--- src/rtl/mc_controller.sv ---
// Multicycle MIPS-style main controller: Moore FSM plus ALU decoder.
// Optional addi support is enabled by defining MC_ADDI_EN.
module mc_controller (
  input  logic       clk,
  input  logic       reset,
  input  logic [5:0] op,
  input  logic [5:0] funct,
  output logic       pcwrite,
  output logic       memwrite,
  output logic       irwrite,
  output logic       regwrite,
  output logic       branch,
  output logic       alusrca,
  output logic       iord,
  output logic       memtoreg,
  output logic       regdst,
  output logic [1:0] alusrcb,
  output logic [1:0] pcsrc,
  output logic [2:0] alucontrol,
  output logic [3:0] state,
  output logic       illegal
);

  typedef enum logic [3:0] {
    S_FETCH   = 4'd0,
    S_DECODE  = 4'd1,
    S_MEMADR  = 4'd2,
    S_MEMRD   = 4'd3,
    S_MEMWB   = 4'd4,
    S_MEMWR   = 4'd5,
    S_EXECUTE = 4'd6,
    S_ALUWB   = 4'd7,
    S_BRANCH  = 4'd8,
    S_ADDIEX  = 4'd9,
    S_ADDIWB  = 4'd10,
    S_JUMP    = 4'd11
  } state_t;

  localparam logic [5:0] OP_LW   = 6'b100011;
  localparam logic [5:0] OP_SW   = 6'b101011;
  localparam logic [5:0] OP_RTYP = 6'b000000;
  localparam logic [5:0] OP_BEQ  = 6'b000100;
  localparam logic [5:0] OP_ADDI = 6'b001000;
  localparam logic [5:0] OP_J    = 6'b000010;

  state_t     r_state;
  state_t     w_next;
  state_t     w_dec;
  logic       w_bad_op;
  logic [1:0] w_aluop;

  always_ff @(posedge clk) begin
    if (reset) r_state <= S_FETCH;
    else       r_state <= w_next;
  end

  always_comb begin
    w_next   = S_FETCH;
    w_bad_op = 1'b0;
    case (r_state)
      S_FETCH:   w_next = S_DECODE;
      S_DECODE: begin
        case (op)
          OP_LW,
          OP_SW:   w_next = S_MEMADR;
          OP_RTYP: w_next = S_EXECUTE;
          OP_BEQ:  w_next = S_BRANCH;
`ifdef MC_ADDI_EN
          OP_ADDI: w_next = S_ADDIEX;
`endif
          OP_J:    w_next = S_JUMP;
          default: begin
            w_next   = S_FETCH;
            w_bad_op = 1'b1;
          end
        endcase
      end
      S_MEMADR:
        w_next = (op == OP_LW) ? S_MEMRD : S_MEMWR;
      S_MEMRD:   w_next = S_MEMWB;
      S_EXECUTE: w_next = S_ALUWB;
`ifdef MC_ADDI_EN
      S_ADDIEX:  w_next = S_ADDIWB;
`endif
      default:   w_next = S_FETCH;
    endcase
  end

  // Mux selects under reset show the FETCH decode; strobes are masked below.
  assign w_dec = reset ? S_FETCH : r_state;

  always_comb begin
    pcwrite  = 1'b0;
    memwrite = 1'b0;
    irwrite  = 1'b0;
    regwrite = 1'b0;
    branch   = 1'b0;
    alusrca  = 1'b0;
    iord     = 1'b0;
    memtoreg = 1'b0;
    regdst   = 1'b0;
    alusrcb  = 2'b00;
    pcsrc    = 2'b00;
    w_aluop  = 2'b00;
    case (w_dec)
      S_FETCH: begin
        irwrite = 1'b1;
        pcwrite = 1'b1;
        alusrcb = 2'b01;
      end
      S_DECODE:  alusrcb = 2'b11;
      S_MEMADR: begin
        alusrca = 1'b1;
        alusrcb = 2'b10;
      end
      S_MEMRD: begin
        iord     = 1'b1;
        memtoreg = 1'b1;
      end
      S_MEMWB: begin
        iord     = 1'b1;
        memtoreg = 1'b1;
        regwrite = 1'b1;
      end
      S_MEMWR: begin
        iord     = 1'b1;
        memwrite = 1'b1;
      end
      S_EXECUTE: begin
        alusrca = 1'b1;
        w_aluop = 2'b10;
      end
      S_ALUWB: begin
        regdst   = 1'b1;
        regwrite = 1'b1;
      end
      S_BRANCH: begin
        alusrca = 1'b1;
        w_aluop = 2'b01;
        pcsrc   = 2'b01;
        branch  = 1'b1;
      end
`ifdef MC_ADDI_EN
      S_ADDIEX: begin
        alusrca = 1'b1;
        alusrcb = 2'b10;
      end
      S_ADDIWB:  regwrite = 1'b1;
`endif
      S_JUMP: begin
        pcsrc   = 2'b10;
        pcwrite = 1'b1;
      end
      default: ;
    endcase
    if (reset) begin
      pcwrite  = 1'b0;
      memwrite = 1'b0;
      irwrite  = 1'b0;
      regwrite = 1'b0;
      branch   = 1'b0;
    end
  end

  always_comb begin
    alucontrol = 3'b010;
    case (w_aluop)
      2'b01: alucontrol = 3'b110;
      2'b10: begin
        case (funct)
          6'b100000: alucontrol = 3'b010;
          6'b100010: alucontrol = 3'b110;
          6'b100100: alucontrol = 3'b000;
          6'b100101: alucontrol = 3'b001;
          6'b101010: alucontrol = 3'b111;
          default:   alucontrol = 3'b010;
        endcase
      end
      default: alucontrol = 3'b010;
    endcase
  end

  assign illegal = w_bad_op & ~reset;
  assign state   = r_state;

endmodule

--- config.mk ---
export PLATFORM = sky130hd
export DESIGN_NAME = mc_controller
export DESIGN_NICKNAME = d
export VERILOG_FILES = /design/src/rtl/mc_controller.sv
export SDC_FILE = /design/constraint.sdc
export NUM_CORES = 1
export LEC_CHECK = 0
export ABC_AREA = 1
export CAP_MARGIN = 20
export CORE_MARGIN = 8
export CORE_UTILIZATION = 35
export DETAILED_ROUTE_END_ITERATION = 7
export PLACE_DENSITY = 0.8
export REMOVE_ABC_BUFFERS = 1
export SLEW_MARGIN = 20
export SYNTH_ARGS = -nofsm -noshare
export SYNTH_HDL_FRONTEND = slang
export SYNTH_SLANG_ARGS = --single-unit
export TNS_END_PERCENT = 100
--- constraint.sdc ---
create_clock -name clk -period 1.78 [get_ports clk]
set_clock_uncertainty 0.15 [all_clocks]
set_input_delay 0.356 -clock clk [delete_from_list [all_inputs] [get_ports clk]]
set_output_delay 0.356 -clock clk [all_outputs]
set_load 0.01 [all_outputs]
==> flow_summary.toml, run 1 <==
# implementation run metrics
[synth]
synth_cell_type_count = 17
ys_cells = 104
syn_inst = 104
top_cell_area_share_pct = 15.2

[final_timing]
hold_viol = 0
setup_viol = 13
rsz0062_at_grt = "yes"
fin_ws_ns = -0.340
max_freq_mhz = 472

[critical_path]
crit_type = "reg2out"
critical_path_arrival_ns = 1.61

[routing]
wl_per_cell_microns = 14.6
drc = 0
num_vias = 947

[cells_and_area]
ff_latch_area_sq_um = 87.6
largest_register_ffs = 4
final_nets = 193

[pwr]
power_mw = 0.340
peakVddDrop_uv = 418

[min_path]
holdPathEnd = "state[3]$_SDFF_PP0_"
min_path_type = "in2reg"

[outcome]
status = "complete, but fails checks"
violations = "negative setup slack"

[clocking]
cts_sinks = 4
clk_pin_slew_ns = 0.04

[placement]
place_inst = 180
hpwl_microns = 1840

[grt]
grt-ovfl-total = 0
grt_max_degree = 6

[floorplan]
dieHeight_microns = 55.4
## run 1: cells in the mapped netlist
| library cell | number |
|---|---|
| inv_2 | 2 |
| ha_1 | 3 |
| inv_1 | 22 |
| o21ai_0 | 1 |
| nand4_1 | 2 |
| dfxtp_1 | 4 |
| nor2_2 | 3 |
| a21oi_1 | 5 |
| nor2_4 | 1 |
| o22ai_1 | 3 |
| nor3_1 | 2 |
| nor3_2 | 1 |
| nand2_1 | 22 |
| nor2_1 | 20 |
| nand2_2 | 2 |
| o21ai_1 | 1 |
| nand3_1 | 10 |
## run 1: power breakdown
group	internal [mW]	total (mW)	switching, mW
combinational	0.0664	0.133	0.0667
sequential	0.0916	0.0948	0.00317
clock	0.0754	0.112	0.0364
total	0.233	0.340	0.106
## run 1: timing repair
| item | CTS | global route |
|---|---|---|
| endpoints found under the setup margin | 20 | 18 |
| buffers inserted | 6 | 3 |
| pin swaps | 11 | 10 |
| hold buffers | 0 | 0 |
| resized | 103 | 26 |
## run 1: layer usage
metal,vias to the layer above,wire (microns),global-route usage (%)
li1,466,-,-
met5,-,0,0
met1,429,1070,15.9
met3,5,157,4.57
met2,47,1520,33.0
met4,0,21,5.63
## run 1: placed cells by master, fill, tap and decap left out, drive strengths merged, types with 4 or more instances in the layout
cell           Yosys  layout
inv               24      24
nor2              24      24
buf                0      48
nand2             24      24
clkdlybuf4s50      0       7
dfxtp              4       4
clkbuf             0       4
a21oi              5       5
dlygate4sd2        0       9
nand3             10      10
## run 1: cell type report
| cell class | count | area share (%) |
|---|---|---|
| multi-input cells | 76 | 41.3 |
| flip-flops and latches | 4 | 6.76 |
| repair buffers | 67 | 41.5 |
| inverters | 24 | 7.15 |
| well taps | 16 | 1.55 |
| clock buffers | 3 | 1.74 |
## run 1: per-stage QoR
step	utilization [%]	cell area [sq um]	worst slack (ns)
2_1_floorplan	-	544	-0.0491
3_3_place_gp	73.9	1100	-0.892
3_5_place_dp	73.9	1100	-1.01
4_1_cts	80.2	1190	-0.284
5_1_grt	87.0	1290	-0.420
6_report	87.0	1290	-0.340
## run 1: cell families after synthesis
logic type	share of synthesized area, %
AND/OR/NAND/NOR	52.0
buffers and inverters	16.6
adder cells (fa/ha/maj)	6.90
AND-OR/OR-AND	9.88
flip-flops	14.7
## run 1: how the worst max path moves through the flow
stage / endpoint / startpoint / cells after the start / slack (ns)
after floorplan: alucontrol[2] / state[2]$_SDFF_PP0_ / 7 / -0.05
after global placement: alucontrol[0] / reset / 9 / -0.89
after detailed placement: alucontrol[0] / reset / 9 / -1.01
after CTS: alucontrol[0] / state[3]$_SDFF_PP0_ / 9 / -0.28
after global routing: alucontrol[1] / state[3]$_SDFF_PP0_ / 10 / -0.42
final: alucontrol[1] / state[3]$_SDFF_PP0_ / 10 / -0.34
## run 1: worst max-delay path, stage by stage, from the launching register on
cell and delay [ns]:
dfxtp_2 0.33, inv_4 0.08, nand2_4 0.06, nor2_4 0.13, inv_2 0.06, nor2_4 0.15, inv_2 0.08, ha_4 0.24
nor2_2 0.07, nand2_1 0.05, buf_2 0.13
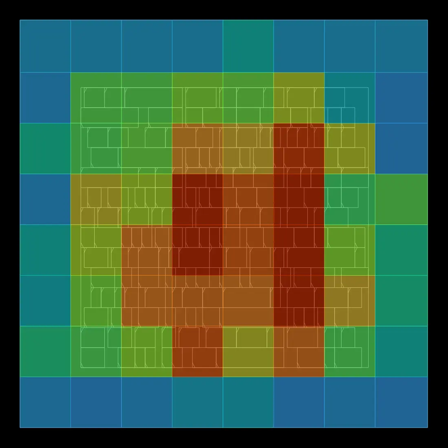
Run 1: congestion heat map
met3 GRT Util: 4.57%
GR Util met2: 33.0%

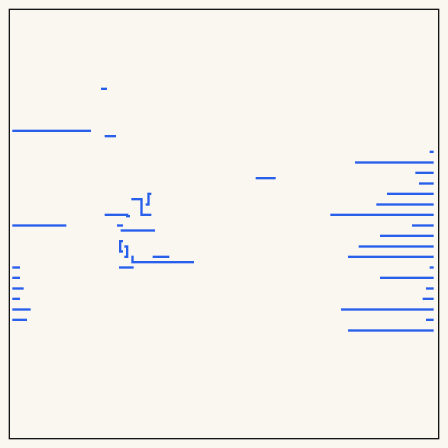
Run 1: signal wires on met3
The wires run mostly horizontal. The layer carries 158 microns of wire. 36 nets have wire on it.

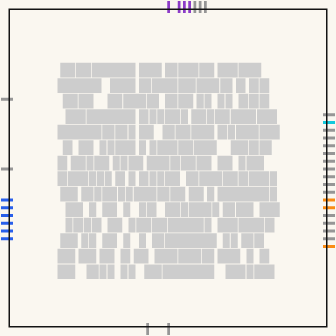
Run 1: pin placement
Pins as bars across the die edge, other pins in gray.
state: shown in purple, pins 4, direction output, edge top. op: shown in blue, pins 6, direction input, edge left. alucontrol: shown in orange, pins 3, direction output, edge right. irwrite: shown in cyan, pins 1, direction output, edge right.
All pins by edge: 18 right, 8 left, 7 top, 2 bottom.

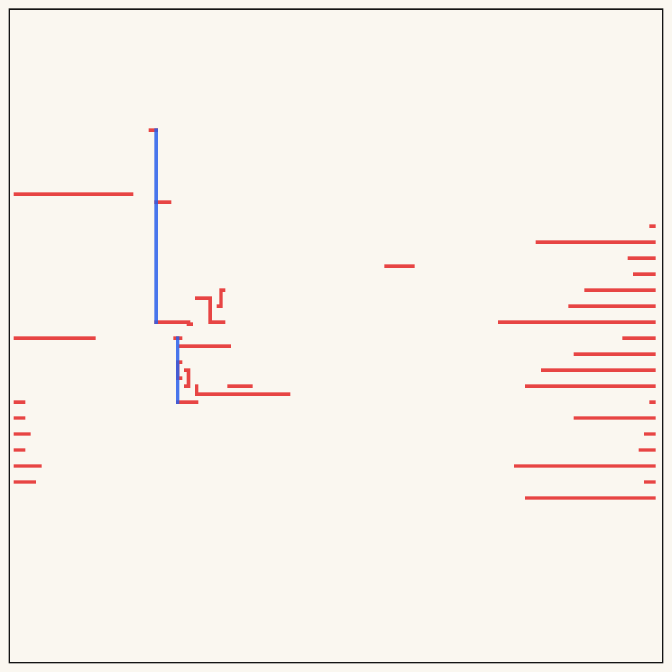
Run 1: wiring by layer
Only two layers are drawn.
M3: shown in red, wire length 158 microns. M4: shown in blue, wire length 21.8 microns.

Run 1, wires at chosen ports, followed through buffers:
Bar = 20 microns.
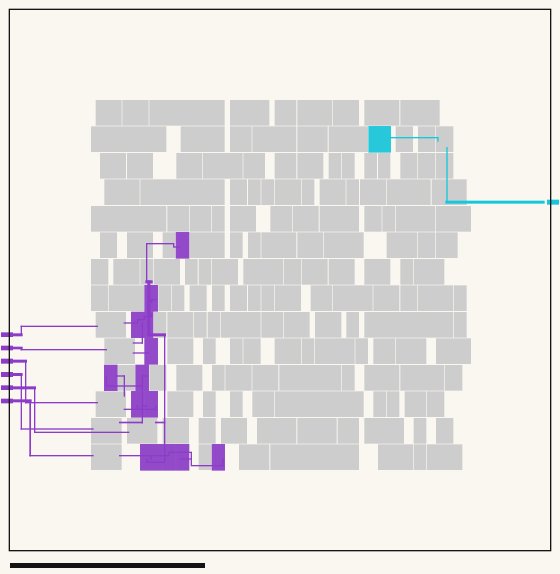

==> run 2: changes to the inputs <==
--- a/config.mk
+++ b/config.mk
@@ -10,7 +10,7 @@
 export CORE_MARGIN = 8
 export CORE_UTILIZATION = 35
 export DETAILED_ROUTE_END_ITERATION = 7
-export PLACE_DENSITY = 0.8
+export PLACE_DENSITY = 0.82
 export REMOVE_ABC_BUFFERS = 1
 export SLEW_MARGIN = 20
 export SYNTH_ARGS = -nofsm -noshare
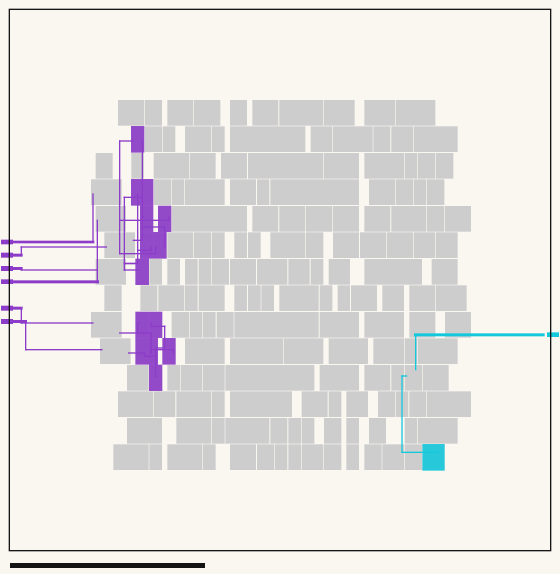
Run 2: wires at chosen ports, followed through buffers
Bar = 20 microns.
irwrite: shown in cyan, bits 1, direction output, edge right, end cells 1, buffers 1, wire 28.6 microns. op: shown in purple, bits 6, direction input, edge left, end cells 12, buffers 6, wire 148 microns.

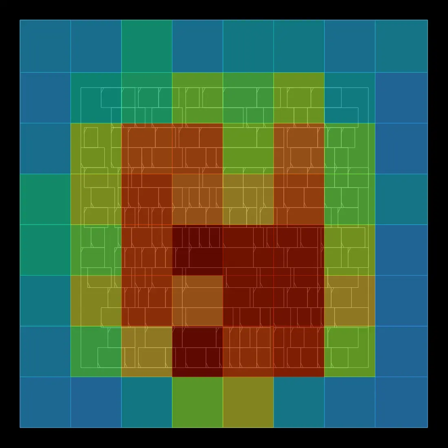
Run 2: congestion heat map
met1 Usage GRT: 17.9%
GR peak layer: met2

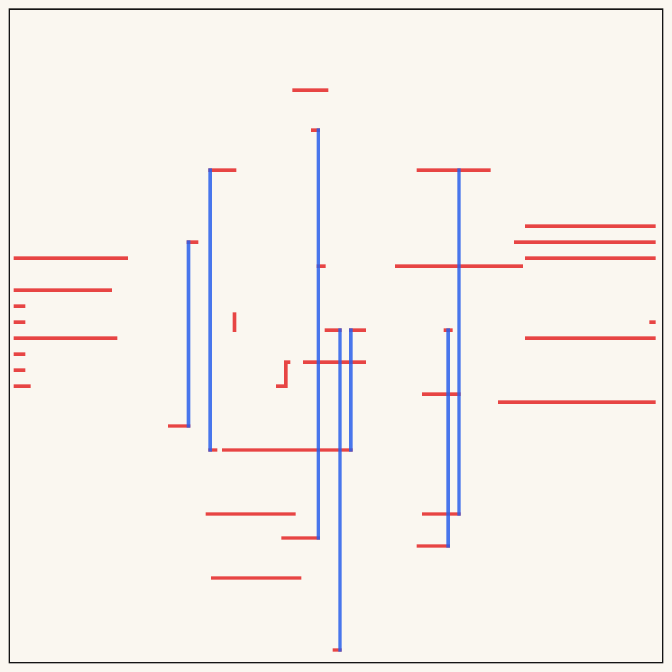
Run 2: wiring by layer
Only two layers are drawn.
Vias: 975
final wirelength: 2940 microns
Routed WL per cell: 15.6 microns

==> flow_summary.toml, run 2 <==
# implementation run metrics
[synth]
ys_async_sr_fraction_pct = 0
synthMuxAreaShare_pct = 0
edf_count = 0
synth-xor-area-share_pct = 0
flop_cell = "dfxtp_1"
simple_gate_share_pct = 52.0

[placement]
dpl-instance-area_sq_um = 1080
hpwl_microns = 1770
pre_cts_ws_ns = -0.986

[critical_path]
crit_family = "simple AND/OR/NAND/NOR gates"
crit_top_cell = "inv_2"
slowest_stage = "dfxtp_2"
slowest_delay_ns = 0.34
critical_path_arrival_ns = 1.63

[min_path]
min_path_type = "in2reg"

[cells_and_area]
layout_top_cell = "buf_4"
largest_register_ffs = 4
stdcell_area_sq_um = 1260
lay_top_cells = "buf_4 (28), inv_1 (17), nand2_1 (16), buf_2 (16), nor2_1 (10)"
final_nets = 191

[pwr]
power_mw = 0.361

[floorplan]
dieHeight_microns = 55.4

[outcome]
status = "complete, but fails checks"
violations = "negative setup slack"

[clocking]
cts_sinks = 4
postCtsHoldBufs = 0

[final_timing]
setup_viol = 13
fin_ws_ns = -0.352
## run 2: cell counts after synthesis
Identical to the previous run, type by type.
## run 2: where the power goes
part / total [mW] / internal [mW] / switching, mW
Combinational: 0.135 / 0.0666 / 0.0679
Sequential: 0.0952 / 0.0913 / 0.00392
Clock: 0.131 / 0.0766 / 0.0548
Total: 0.361 / 0.235 / 0.127
## run 2: layout make-up
class,count,area (sq um)
clock buffer,3,22.5
fill,92,226
inverter,24,92.6
multi-input combinational,76,541
sequential,4,87.6
tap,16,20.0
timing repair buffer,65,499
## run 2: worst reg2reg max path, stage by stage (launching register included)
cell     delay, ns
dfxtp_2       0.37
inv_1         0.06
nand2_2       0.09
buf_4         0.14
nor2_4        0.04
buf_4         0.13
buf_4         0.13
nand2_1       0.07
nand2_1       0.06
o21ai_1       0.13
inv_1         0.05
## run 2: cells by family after synthesis
| group | after synthesis |
|---|---|
| buffers and inverters | 24 |
| AOI/OAI and AO/OA | 10 |
| adders and majority gates | 3 |
| and+or+nand+nor | 63 |
| DFF | 4 |
## run 2: path summary, 6_finish.rpt
path	startpoint	to	slack [ns]	cells past startpoint
worst min register to register	state[3]$_SDFF_PP0_	state[0]$_SDFF_PP0_	0.61	4
worst min-delay path	op[3]	state[3]$_SDFF_PP0_	0.52	5
worst max-delay path	state[3]$_SDFF_PP0_	alucontrol[0]	-0.35	9
worst max register to register	state[0]$_SDFF_PP0_	state[2]$_SDFF_PP0_	0.25	10
## run 2: metal layers
metal | wire (microns) | part of all wire, %
met5 | 0 | 0
met4 | 159 | 5.4
met3 | 160 | 5.4
met2 | 1550 | 53
met1 | 1070 | 36
## run 2: stage by stage
stage	utilization, %	instances
final	84.8	188
after detailed placement	72.9	178
after global routing	84.8	188
after CTS	79.7	186
after floorplan	-	104
after global placement	72.9	178
## run 2: timing repair
action | 4_1_cts | 5_1_grt
setup endpoints to repair | 20 | 18
buffers inserted | 8 | 2
resized | 113 | 20
pin swaps | 11 | 8
Run 2, signal wires on met3:
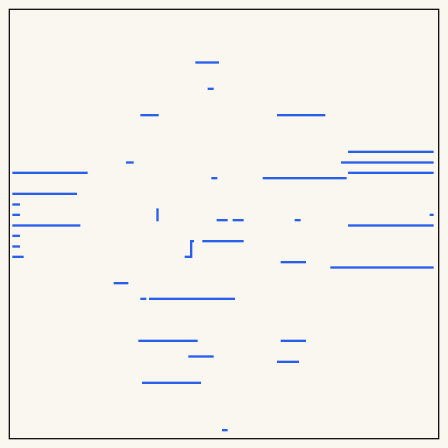

==> run 3: changes to the inputs <==
--- a/config.mk
+++ b/config.mk
@@ -11,6 +11,7 @@
 export CORE_UTILIZATION = 35
 export DETAILED_ROUTE_END_ITERATION = 7
 export PLACE_DENSITY = 0.82
+export RECOVER_POWER = 100
 export REMOVE_ABC_BUFFERS = 1
 export SLEW_MARGIN = 20
 export SYNTH_ARGS = -nofsm -noshare
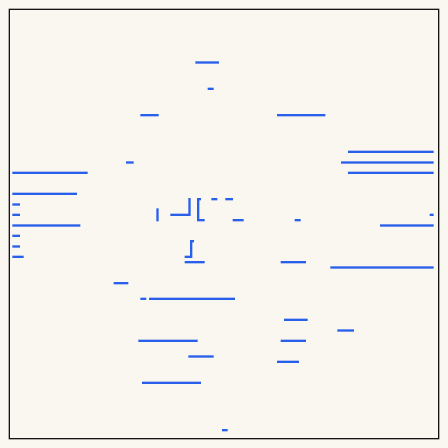
Run 3: signal wires on met3
final wirelength: 2930 microns
met3 GRT Util: 4.34%
Vias: 978

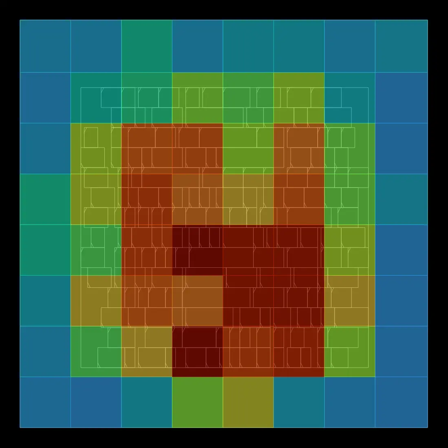
Run 3: congestion heat map
GRT Util Overall: 18.7%
Routed WL per cell: 15.6 microns
Util after Layout: 83.9%

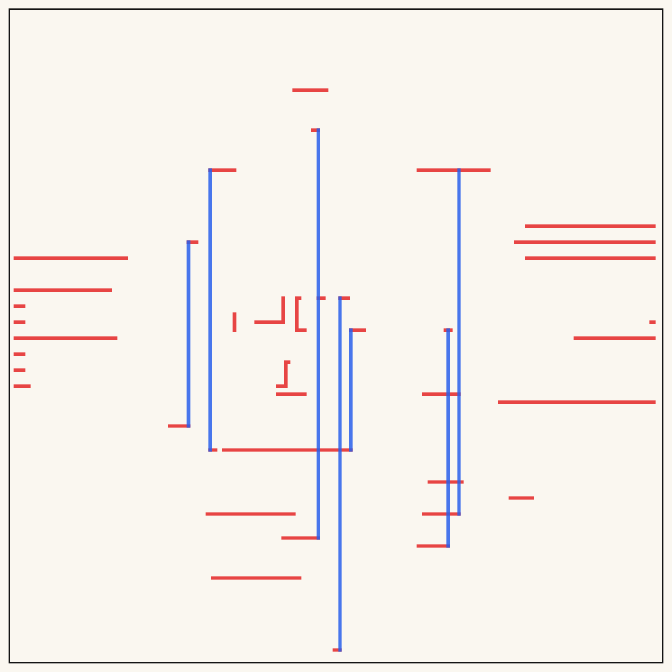
Run 3: wiring by layer
Only two layers are drawn.

==> flow_summary.toml, run 3 <==
# implementation run metrics
[final_timing]
rsz0062_at_grt = "yes"
fin_ws_ns = -0.351
setup_viol = 14

[clocking]
postCtsHoldBufs = 0
cts_sinks = 4

[critical_path]
r2r_start = "state[2]$_SDFF_PP0_"
crit_chain = "inv_4 > nor3_4 > inv_2 > nor2_4 > inv_2 > ha_4 > nand3_4 > o22ai_2 > buf_2"
critical_path_arrival_ns = 1.63
r2r_slack_ns = 0.21
crit_top_cell = "inv_2"

[cells_and_area]
final_nets = 191
stdcell_area_sq_um = 1250
layout_top_cell = "buf_4"

[synth]
ys_async_sr_fraction_pct = 0
flop_cell = "dfxtp_1"
top_cell_area_share_pct = 15.2
edf_count = 0

[outcome]
violations = "negative setup slack"
status = "complete, but fails checks"

[routing]
drc = 0
wirelength_met1_microns = 1050
dr_wl_met3_microns = 155

[pwr]
peakVddDrop_uv = 253

[placement]
dpl-instance-area_sq_um = 1080

[grt]
grt_max_degree = 6
run 3: through the flow:
| stage | worst slack, ns | utilization [%] | cells | hold WS [ns] |
|---|---|---|---|---|
| floorplan | -0.0491 | - | 104 | 0.411 |
| CTS | -0.271 | 79.7 | 186 | 0.523 |
| global route | -0.407 | 83.9 | 188 | 0.552 |
| global placement | -0.916 | 72.9 | 178 | 0.534 |
| finish | -0.351 | 83.9 | 188 | 0.520 |
| detailed placement | -0.986 | 72.9 | 178 | 0.543 |
run 3: final cells by class:
cell class                 count  area, sq um
fill                          97          240
timing repair buffer          65          490
multi-input combinational     76          536
clock buffer                   3         22.5
sequential                     4         87.6
tap                           16         20.0
inverter                      24         92.6
run 3: worst max-delay path: cells and delay by family, from the launching register on:
family,cells,cell delay [ns]
fa+ha+maj,1,0.18
buf+inv,4,0.37
compound gates,1,0.06
simple gates,3,0.42
flops,1,0.34
run 3: cells by family (layout without fill, tap and decap cells):
logic type / after synthesis / in the layout / share of synthesized area [%]
AND-OR/OR-AND: 10 / 10 / 9.88
adder cells (fa/ha/maj): 3 / 3 / 6.90
buffers and inverters: 24 / 92 / 16.6
flip-flops: 4 / 4 / 14.7
AND/OR/NAND/NOR: 63 / 63 / 52.0
run 3: report_power, final:
group	switching (mW)	leakage [nW]	internal [mW]	total, mW
Sequential	0.00376	0.0346	0.0913	0.0951
Combinational	0.0671	0.610	0.0646	0.132
Clock	0.0541	0.0138	0.0766	0.131
Total	0.125	0.659	0.233	0.357
run 3: worst max-delay path by stage:
stage	slack [ns]	endpoint	startpoint
CTS	-0.27	alucontrol[0]	state[3]$_SDFF_PP0_
global route	-0.41	alucontrol[0]	state[3]$_SDFF_PP0_
finish	-0.35	alucontrol[0]	state[3]$_SDFF_PP0_
global placement	-0.92	alucontrol[0]	reset
detailed placement	-0.99	alucontrol[0]	reset
floorplan	-0.05	alucontrol[2]	state[2]$_SDFF_PP0_
run 3: layer usage:
metal / vias to the layer above / GRT usage, %
met1: 454 / 17.9
met5: - / 0
met2: 51 / 33.0
met3: 16 / 4.34
met4: 0 / 14.8
li1: 457 / -
run 3: timing repair:
action,in CTS,in global routing
resized,113,20
pin swaps,11,8
setup endpoints to repair,20,18
buffers inserted,8,2
Power and IR drop assume default switching activity.
